File: src/rtl/instr_fetch_queue_pkg.sv
// Shared constants and occupancy-state helper for the instruction prefetch queue.
package instr_fetch_queue_pkg;

  localparam int          IFQ_INSTR_WIDTH = 32;
  localparam int          IFQ_ADDR_WIDTH  = 32;
  localparam logic [31:0] IFQ_INSTR_NOP   = 32'h0000_0000;  // sll $0,$0,0

  typedef enum logic [1:0] {
    IFQ_EMPTY,
    IFQ_PARTIAL,
    IFQ_FULL
  } ifq_state_e;

  // Queue state is a pure function of occupancy; there is no separate state register.
  function automatic ifq_state_e ifq_state(input int unsigned count, input int unsigned depth);
    if (count == 0)          return IFQ_EMPTY;
    else if (count >= depth) return IFQ_FULL;
    else                     return IFQ_PARTIAL;
  endfunction

endpackage

File: src/rtl/ifq_storage.sv
// Entry storage for the prefetch queue: one synchronous write port, one
// asynchronous read port so the head entry is visible without a read cycle.
module ifq_storage #(
  parameter int DEPTH = 4,
  parameter int WIDTH = 64
) (
  input  logic                     clk_87,
  input  logic                     we,
  input  logic [$clog2(DEPTH)-1:0] waddr,
  input  logic [WIDTH-1:0]         wdata,
  input  logic [$clog2(DEPTH)-1:0] raddr,
  output logic [WIDTH-1:0]         rdata
);

  localparam int PTR_W = $clog2(DEPTH);

  logic [WIDTH-1:0] mem_q [DEPTH];

  for (genvar gi = 0; gi < DEPTH; gi++) begin : g_slot
    always_ff @(posedge clk_87) begin
      if (we && (waddr == PTR_W'(gi))) begin
        mem_q[gi] <= wdata;
      end
    end
  end

  assign rdata = mem_q[raddr];

endmodule

File: src/rtl/instr_fetch_queue.sv
// Prefetch FIFO between fetch and decode: absorbs fetch output while decode is
// stalled and empties on a taken branch/jump flush.
module instr_fetch_queue
  import instr_fetch_queue_pkg::*;
#(
  parameter int DEPTH       = 4,
  parameter int INSTR_WIDTH = IFQ_INSTR_WIDTH,
  parameter int ADDR_WIDTH  = IFQ_ADDR_WIDTH
) (
  input  logic                     clk_87,
  input  logic                     rst_87,
  input  logic                     if_valid_87,
  input  logic [INSTR_WIDTH-1:0]   if_instr_87,
  input  logic [ADDR_WIDTH-1:0]    if_pc_87,
  output logic                     if_ready_87,
  input  logic                     stall_87,
  input  logic                     flush_87,
  output logic                     id_valid_87,
  output logic [INSTR_WIDTH-1:0]   id_instr_87,
  output logic [ADDR_WIDTH-1:0]    id_pc_87,
  output logic [$clog2(DEPTH):0]   count_87
);

  localparam int PTR_W   = $clog2(DEPTH);
  localparam int CNT_W   = PTR_W + 1;
  localparam int ENTRY_W = ADDR_WIDTH + INSTR_WIDTH;

  logic [PTR_W-1:0]   wr_ptr_q, wr_ptr_d;
  logic [PTR_W-1:0]   rd_ptr_q, rd_ptr_d;
  logic [CNT_W-1:0]   count_q, count_d;
  logic [ENTRY_W-1:0] head_entry;
  ifq_state_e         state;
  logic               push, pop;

  assign state       = ifq_state(32'(count_q), DEPTH);
  // Ready comes only from registered occupancy, so a full queue refuses a push
  // even when decode pops in the same cycle.
  assign if_ready_87 = (state != IFQ_FULL);
  assign id_valid_87 = (state != IFQ_EMPTY);
  assign push        = if_valid_87 & if_ready_87;
  assign pop         = id_valid_87 & ~stall_87;
  assign count_87    = count_q;

  always_comb begin
    wr_ptr_d = wr_ptr_q;
    rd_ptr_d = rd_ptr_q;
    count_d  = count_q;
    if (flush_87) begin
      wr_ptr_d = '0;
      rd_ptr_d = '0;
      count_d  = '0;
    end else begin
      if (push) wr_ptr_d = wr_ptr_q + 1'b1;
      if (pop)  rd_ptr_d = rd_ptr_q + 1'b1;
      case ({push, pop})
        2'b10:   count_d = count_q + 1'b1;
        2'b01:   count_d = count_q - 1'b1;
        default: count_d = count_q;
      endcase
    end
  end

  always_ff @(posedge clk_87) begin
    if (rst_87) begin
      wr_ptr_q <= '0;
      rd_ptr_q <= '0;
      count_q  <= '0;
    end else begin
      wr_ptr_q <= wr_ptr_d;
      rd_ptr_q <= rd_ptr_d;
      count_q  <= count_d;
    end
  end

  ifq_storage #(
    .DEPTH (DEPTH),
    .WIDTH (ENTRY_W)
  ) u_storage (
    .clk_87 (clk_87),
    .we     (push & ~flush_87),
    .waddr  (wr_ptr_q),
    .wdata  ({if_pc_87, if_instr_87}),
    .raddr  (rd_ptr_q),
    .rdata  (head_entry)
  );

  // An empty queue presents a NOP so decode sees a bubble, not stale storage.
  assign id_instr_87 = id_valid_87 ? head_entry[INSTR_WIDTH-1:0] : INSTR_WIDTH'(IFQ_INSTR_NOP);
  assign id_pc_87    = id_valid_87 ? head_entry[ENTRY_W-1 -: ADDR_WIDTH] : '0;

  a_no_overflow: assert property (@(posedge clk_87) disable iff (rst_87)
    !(push && (count_q == CNT_W'(DEPTH))));
  a_no_underflow: assert property (@(posedge clk_87) disable iff (rst_87)
    !(pop && (count_q == '0)));

endmodule
File: config.mk
export PLATFORM = sky130hd
export DESIGN_NAME = instr_fetch_queue
export DESIGN_NICKNAME = d
export VERILOG_FILES = /design/src/rtl/instr_fetch_queue_pkg.sv /design/src/rtl/ifq_storage.sv /design/src/rtl/instr_fetch_queue.sv
export SDC_FILE = /design/constraint.sdc
export NUM_CORES = 1
export LEC_CHECK = 0
export CAP_MARGIN = 0
export CORE_ASPECT_RATIO = 0.8
export CORE_MARGIN = 3
export CORE_UTILIZATION = 45
export DETAILED_ROUTE_END_ITERATION = 6
export HOLD_SLACK_MARGIN = 0.03
export PLACE_DENSITY_LB_ADDON = 0.08
export SLEW_MARGIN = 10
export SYNTH_ARGS = -nofsm -noshare
export SYNTH_HDL_FRONTEND = slang
export SYNTH_SLANG_ARGS = --single-unit
File: constraint.sdc
create_clock -name clk_87 -period 3.8 [get_ports clk_87]
set_input_delay 0.57 -clock clk_87 [delete_from_list [all_inputs] [get_ports clk_87]]
set_output_delay 0.57 -clock clk_87 [all_outputs]
set_load 0.02 [all_outputs]
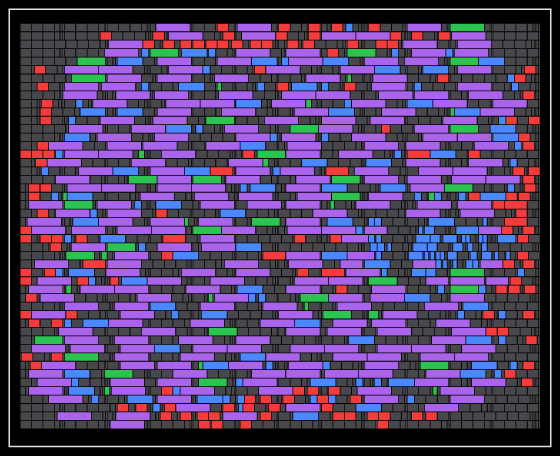
**Above:** run 1 (placed cells, one color a class).
Fill, decap, tap and diode cells in gray.
legend:
  sequential cells:
    color: purple
    cells: 265
  combinational and other logic:
    color: blue
    cells: 173
  remaining buffers and delay cells:
    color: red
    cells: 148
  clock drivers and dummy loads:
    color: green
    cells: 49
fin area: 12840 µm²
# rows: 48
CORE AREA: 21860 µm²
post-layout util: 58.73%

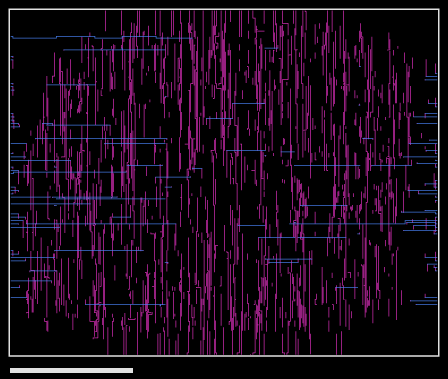
**Above:** run 1 (metal layers overlaid).
The bar under the picture is 50 µm long. Only two layers are drawn.
legend:
  metal 2:
    color: magenta
    wire_length: 9030 µm
  metal 3:
    color: blue
    wire_length: 1210 µm
final WL: 19310 µm
DR vias: 4821
GRT Resource Usage Total: 16.21%
DR WL/cell: 20.66 µm

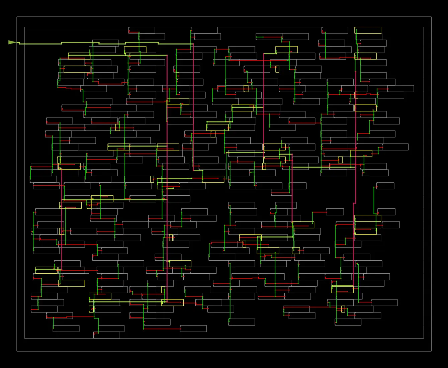
**Above:** run 1 (clock wiring as the flow saved it).
FF+latch count: 265
Latency at later pin: 0.51 ns
Clock Power: 2590 µW

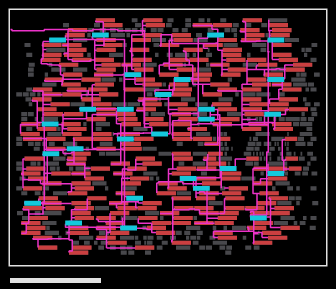
**Above:** run 1 (clock distribution).
The bar under the picture is 50 µm long.
legend:
  clock wires:
    color: magenta
    length: 2840 µm
  flip-flops:
    color: red
    count: 265
  clock drivers:
    color: cyan
    count: 27
flops lie: spread over the die
Layout Skew: 0.007488 ns
Clock power frac: 41.0%

==> flow_summary.ini, run 1 <==
; synthesis and place-and-route metrics
[synthesis]
ys_top_cells_by_area = edfxtp_1 76%, mux4_2 14%, nor2b_1 4.0%
synth_area_um2 = 10140
edf_count = 256
netlist-cell-type-count = 22
synth_cells = 460
yosysMostFrequentCell = edfxtp_1
yosys_area_um2 = 10140
synth-main-ff-cell = edfxtp_1
yosysTopAreaCell = edfxtp_1
avgSynthCellArea_um2 = 22.05
top_cell_area_share_pct = 75.80
common_cells = 256 x edfxtp_1, 65 x nor2b_1, 64 x mux4_2, 9 x dfxtp_1

[finish]
area_delta_synth_final_pct = 26.59
drive_gt1_share_pct = 19.21

[hold_path]
hold_path_depth = 2

[clocking]
cts_resized = 0
htreeDepth = 1
clk_path_buf_depth = 3
hold_buffers = 0

[grt]
grt_max_degree = 58
antenna_found_initial = 2

[worst_setup_path]
rr_worst_depth = 9
worst_setup_path_end_kind = output port
r2r-end = count_87[2]
path_max_fanout = 24
r2r_start = count_87[0]

[die]
die_w_um = 173.8
die_h_um = 140.3
chip_area_um2 = 24390

[sta]
hold_viol = 0
slew_violations = 0
clock.fmax_mhz = 299.6

[power_and_ir_drop]
p_per_area_nw_per_um2 = 491.9

[place]
place_inst = 886
gp_congestion = 0.6950
hpwl_um = 11510

[drt]
drtAntennaViolNets = 0

[job]
warnings = 29

[run_status]
status = finished clean
## run 1: power by group
| part | internal, µW | switching, µW | total, µW |
|---|---|---|---|
| logic | 232 | 223 | 455 |
| registers | 3260 | 17.0 | 3270 |
| clock network | 1570 | 1020 | 2590 |
| total | 5060 | 1260 | 6320 |
## run 1: sequential cells by signal (all words and copies together), names as in the netlist, named ones only
signal / count
rd_ptr_q: 2
u_storage.mem_q: 256
wr_ptr_q: 2
count_87: 3
## run 1: cells by family (layout without fill, tap and decap cells)
group,Yosys count,after routing,share of synthesized area (%)
flops,265,265,77.57
simple gates,83,83,4.959
mux,64,64,14.21
buf+inv,30,205,1.739
compound gates,9,9,0.4441
fa+ha+maj,6,6,0.8142
xor+xnor,3,3,0.2591
## run 1: final cells by class
cell class / count / area (µm²) / area share (%)
Clock buffer: 31 / 690.7 / 5.380
Sequential cell: 265 / 7875 / 61.34
Timing Repair Buffer: 148 / 1567 / 12.20
Clock inverter: 18 / 186.4 / 1.452
Inverter: 8 / 30.03 / 0.2339
Multi-Input combinational cell: 165 / 2115 / 16.47
Tap cell: 300 / 375.4 / 2.924
## run 1: routing by layer
layer / vias to the layer above / routed length [µm] / track usage (%)
met2: 134 / 9026 / 25.32
met5: - / 19 / 0
li1: 2165 / - / -
met1: 2490 / 8692 / 23.62
met3: 28 / 1209 / 3.957
met4: 4 / 367 / 3.384
## run 1: worst max path at each step
stage               cells past startpoint  slack, ns                      to
floorplan                               4       0.82   u_storage.mem_q[0][0]
global placement                        4       0.93            id_pc_87[22]
detailed placement                      6       0.94  u_storage.mem_q[2][55]
CTS                                     4       0.38         id_instr_87[13]
global route                            4       0.27         id_instr_87[13]
finish                                  4       0.46            id_pc_87[27]
## run 1: critical path, cell delays in order, from the launching register on
cell,delay (ns)
dfxtp_4,0.68
buf_12,0.30
mux4_2,0.54
nor2b_1,0.17
clkdlybuf4s50_1,0.56
## run 1: placed cells by master, fill, tap and decap left out
cell and instances:
edfxtp_1 256, clkdlybuf4s50_1 137, nor2b_1 65, mux4_2 64
clkbuf_16 27, buf_12 9, inv_1 8, clkinv_2 7
dfxtp_1 7, nor2_1 6, a21oi_1 6, clkinv_1 6
ha_1 5, and2_4 4, bufinv_16 4, clkbuf_1 4
o21ai_0 3, or3_1 3, xor2_1 2, nand2_1 2
dfxtp_4 2, buf_4 2, nor3_4 1, nand2b_1 1
or2_2 1, xnor2_1 1, fa_1 1, clkinv_4 1
## run 1: stage by stage
step           util, %  hold slack (ns)  area, µm²  setup WS [ns]
3_3_place_gp     54.72           0.4599      11960         0.9319
6_report         58.73           0.5055      12840         0.4618
5_1_grt          58.73           0.5363      12840         0.2717
2_1_floorplan        -           0.4591      10140         0.8225
3_5_place_dp     54.72           0.5042      11960         0.9422
4_1_cts          58.73           0.5095      12840         0.3753
==> run 1 -> run 2 <==
Settings changed: SLEW_MARGIN 10 to default.
==> run 2 against run 1 <==
  * Die area unchanged
  * Power stayed put
  * Synthesized cell count unchanged
  * Clock-buffer cell count unchanged
  * Via count unchanged
  * Cell count stayed put
  * Final area is the same
  * Combinational power about the same
  * Global-route usage is the same
  * Largest power group unchanged
  * Highest routed layer unchanged
==> flow_summary.ini, run 2 <==
; synthesis and place-and-route metrics
[clocking]
clk_path_buf_depth = 3
hold_buffers = 0
insertion_delay_ns = 0.51

[worst_setup_path]
rr_worst_depth = 9
r2r_start = count_87[0]

[finish]
seqCellArea_um2 = 7875
largest_reg_flops = 256
final_common_cell = edfxtp_1

[run_status]
status = finished clean

[synthesis]
common_cells = 256 x edfxtp_1, 65 x nor2b_1, 64 x mux4_2, 9 x dfxtp_1
edf_count = 256
yosysMostFrequentCell = edfxtp_1

[power_and_ir_drop]
p_per_area_nw_per_um2 = 491.9
switching_share_pct = 19.96
pwr-share-seq_pct = 51.8

[die]
die_w_um = 173.8
die_h_um = 140.3
core_um2 = 21860

[drt]
drtAntennaViolNets = 0
wl_per_cell_um = 20.66

[grt]
grt_max_degree = 58

[hold_path]
hold_path_depth = 2
==> run 2: cell counts in the layout (fill, tap and decap cells not counted) <==
Identical to the previous run, type by type.
==> run 2: power by group through the flow <==
stage / registers (µW) / logic, µW / clock network (µW)
after detailed placement: 3340 / 461 / 0
after global placement: 3330 / 457 / 0
after floorplan: 3330 / 209 / 0
after CTS: 3270 / 465 / 2650
final: 3270 / 455 / 2590
after global routing: 3280 / 488 / 2780
==> run 2: worst max path at each step <==
stage / slack, ns / depth (start not counted) / end
final: 0.46 / 4 / id_pc_87[27]
after floorplan: 0.82 / 4 / u_storage.mem_q[0][0]
after detailed placement: 0.94 / 6 / u_storage.mem_q[2][55]
after CTS: 0.38 / 4 / id_instr_87[13]
after global routing: 0.27 / 4 / id_instr_87[13]
after global placement: 0.93 / 4 / id_pc_87[22]
==> run 2: worst max-delay path, stage by stage (launching register included) <==
cell and delay (ns):
dfxtp_4 0.68, buf_12 0.30, mux4_2 0.54, nor2b_1 0.17, clkdlybuf4s50_1 0.56
==> run 2: layout make-up <==
type,instances,share of cell area (%)
Timing Repair Buffer,148,12.20
Inverter,8,0.2339
Tap cell,300,2.924
Clock inverter,18,1.452
Multi-Input combinational cell,165,16.47
Clock buffer,31,5.380
Sequential cell,265,61.34
==> run 2: kinds of logic (layout without fill, tap and decap cells) <==
| kind of cell | Yosys count | in the layout | share of synthesized area (%) |
|---|---|---|---|
| buf+inv | 30 | 205 | 1.739 |
| compound gates | 9 | 9 | 0.4441 |
| flops | 265 | 265 | 77.57 |
| xor+xnor | 3 | 3 | 0.2591 |
| fa+ha+maj | 6 | 6 | 0.8142 |
| simple gates | 83 | 83 | 4.959 |
| mux | 64 | 64 | 14.21 |
==> run 2: per-stage QoR <==
stage / setup slack, ns / hold WS [ns] / power, µW / instance area [µm²] / utilization [%]
after floorplan: 0.8225 / 0.4591 / 3543 / 10140 / -
after global placement: 0.9319 / 0.4599 / 3789 / 11960 / 54.72
after detailed placement: 0.9422 / 0.5042 / 3797 / 11960 / 54.72
after CTS: 0.3753 / 0.5095 / 6392 / 12840 / 58.73
final: 0.4618 / 0.5055 / 6316 / 12840 / 58.73
after global routing: 0.2717 / 0.5363 / 6546 / 12840 / 58.73
==> run 2: layer usage <==
layer | GRT usage, % | vias up
li1 | - | 2165
met1 | 23.62 | 2490
met2 | 25.32 | 134
met3 | 3.957 | 28
met4 | 3.384 | 4
met5 | 0 | -
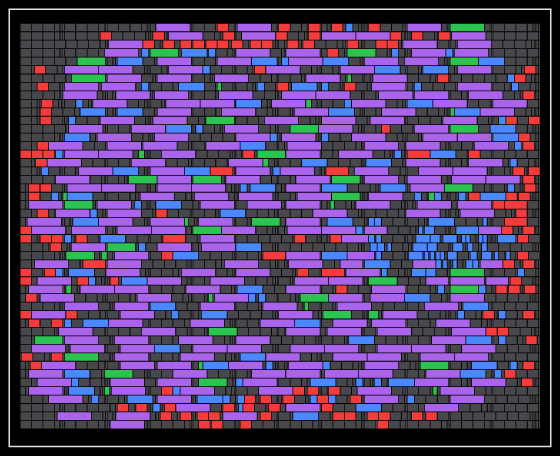
**Above:** run 2 (placed cells, one color a class).
Fill, decap, tap and diode cells in gray.
legend:
  clock drivers and dummy loads:
    color: green
    cells: 49
  sequential cells:
    color: purple
    cells: 265
  combinational and other logic:
    color: blue
    cells: 173
  remaining buffers and delay cells:
    color: red
    cells: 148
fraction of area in registers: 61.34%

==> run 2 -> run 3 <==
Settings changed: RECOVER_POWER from default to 25.
==> run 3 against run 2 <==
  * Die area unchanged
  * Flip-flop count unchanged
  * Clock-buffer cell count did not move
  * Clock power about the same
  * Sequential share of layout area is essentially flat
  * Sequential power about the same
  * Wire length about the same
  * Worst hold slack improved by 0.0030 ns
  * Combinational power shrank 2%
  * Critical endpoint is now id_instr_87[13]
  * Largest power group unchanged
==> flow_summary.ini, run 3 <==
; synthesis and place-and-route metrics
[grt]
gr-usage-met1_pct = 23.62
grt-busiest-layer = met2
grt_max_degree = 58
met2_usage_pct = 25.32
met3_usage_pct = 3.957

[power_and_ir_drop]
p_per_area_nw_per_um2 = 491.2
switching_share_pct = 19.97

[die]
die_h_um = 140.3
core_um2 = 21860
die_w_um = 173.8

[sta]
worst_slack_ns = 0.4536

[clocking]
hold_buffers = 0
insertion_delay_ns = 0.51
clk_path_buf_depth = 3

[worst_setup_path]
critical_path.slowest_cell = dfxtp_4
r2r_start = count_87[0]
rr_worst_depth = 9
cpPeakStageDelay_ns = 0.68
cp_num_buf_inv = 2
crit_family = buffers and inverters

[finish]
largest_reg_flops = 256
seqCellArea_um2 = 7875
final_common_cell = edfxtp_1

[drt]
drtAntennaViolNets = 0
wl_per_cell_um = 20.62

[place]
pre_cts_ws_ns = 0.9422

[synthesis]
common_cells = 256 x edfxtp_1, 65 x nor2b_1, 64 x mux4_2, 9 x dfxtp_1

[hold_path]
hold_path_depth = 2

[run_status]
status = finished clean
run 3: cell types whose count changed in the layout (fill, tap and decap cells not counted):
cell	delta
clkdlybuf4s50_1	-38
diode_2	+1
dlygate4sd3_1	+38
run 3: worst max path at each step:
stage	slack, ns	cells after the start	start	to
4_1_cts	0.38	4	flip-flop	id_instr_87[13]
3_5_place_dp	0.94	6	if_valid_87	u_storage.mem_q[2][55]
2_1_floorplan	0.82	4	if_valid_87	u_storage.mem_q[0][0]
5_1_grt	0.27	4	flip-flop	id_instr_87[13]
3_3_place_gp	0.93	4	flip-flop	id_pc_87[22]
6_report	0.45	4	flip-flop	id_instr_87[13]
run 3: worst reg2reg max path, delay by kind of cell (launching register included):
family | cells | cell delay [ns]
buffers and inverters | 2 | 0.25
and+or+nand+nor | 3 | 0.57
xor gates and xnor gates | 1 | 0.15
adders and majority gates | 2 | 0.57
DFF | 1 | 0.45
AOI/OAI and AO/OA | 1 | 0.13
run 3: kinds of logic after synthesis:
logic type,share of synthesized area (%)
mux,14.21
compound gates,0.4441
fa+ha+maj,0.8142
buf+inv,1.739
simple gates,4.959
flops,77.57
xor+xnor,0.2591
run 3: layer usage:
layer,routed length [µm],part of all wire [%],up-vias
li1,-,-,2165
met1,8690,45,2517
met2,8977,47,147
met3,1237,6.4,30
met4,371,1.9,6
met5,26,0.13,-
run 3: power groups by stage:
stage                     sequential (µW)  clock (µW)  combinational (µW)
after global placement               3330           0                 457
after CTS                            3270        2650                 465
after floorplan                      3330           0                 209
after global routing                 3280        2780                 480
after detailed placement             3340           0                 461
final                                3270        2590                 447
run 3: through the flow:
stage          cells  hold WS (ns)  total power [µW]  utilization [%]
6_report         936        0.5085              6307            58.74
5_1_grt          935        0.5363              6538            58.73
4_1_cts          935        0.5095              6392            58.73
3_5_place_dp     886        0.5042              3797            54.72
3_3_place_gp     886        0.4599              3789            54.72
2_1_floorplan    460        0.4591              3543                -
run 3: area by class of cell:
cell class	count	share of cell area [%]
inverters	8	0.2338
diodes	1	0.01949
flip-flops and latches	265	61.33
multi-input cells	165	16.47
clock buffers	31	5.379
repair buffers	148	12.20
clock inverters	18	1.452
well taps	300	2.923
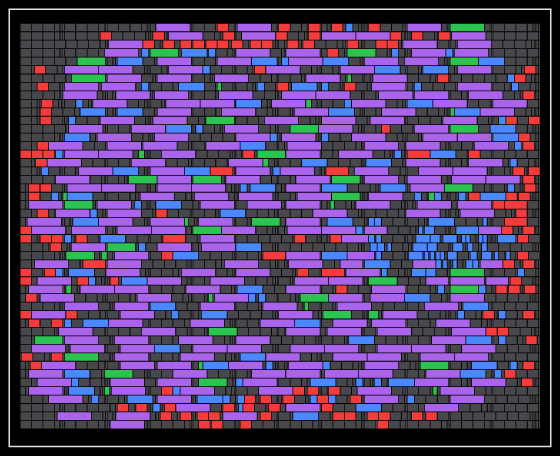
**Above:** run 3 (placed cells, one color a class).
Fill, decap, tap and diode cells in gray.
legend:
  sequential cells:
    color: purple
    cells: 265
  clock drivers and dummy loads:
    color: green
    cells: 49
  remaining buffers and delay cells:
    color: red
    cells: 148
  combinational and other logic:
    color: blue
    cells: 173
fraction of area in registers: 61.33%
fin area: 12840 µm²
post-layout util: 58.74%

No activity file was given, so power comes from the tool's default toggle rates.
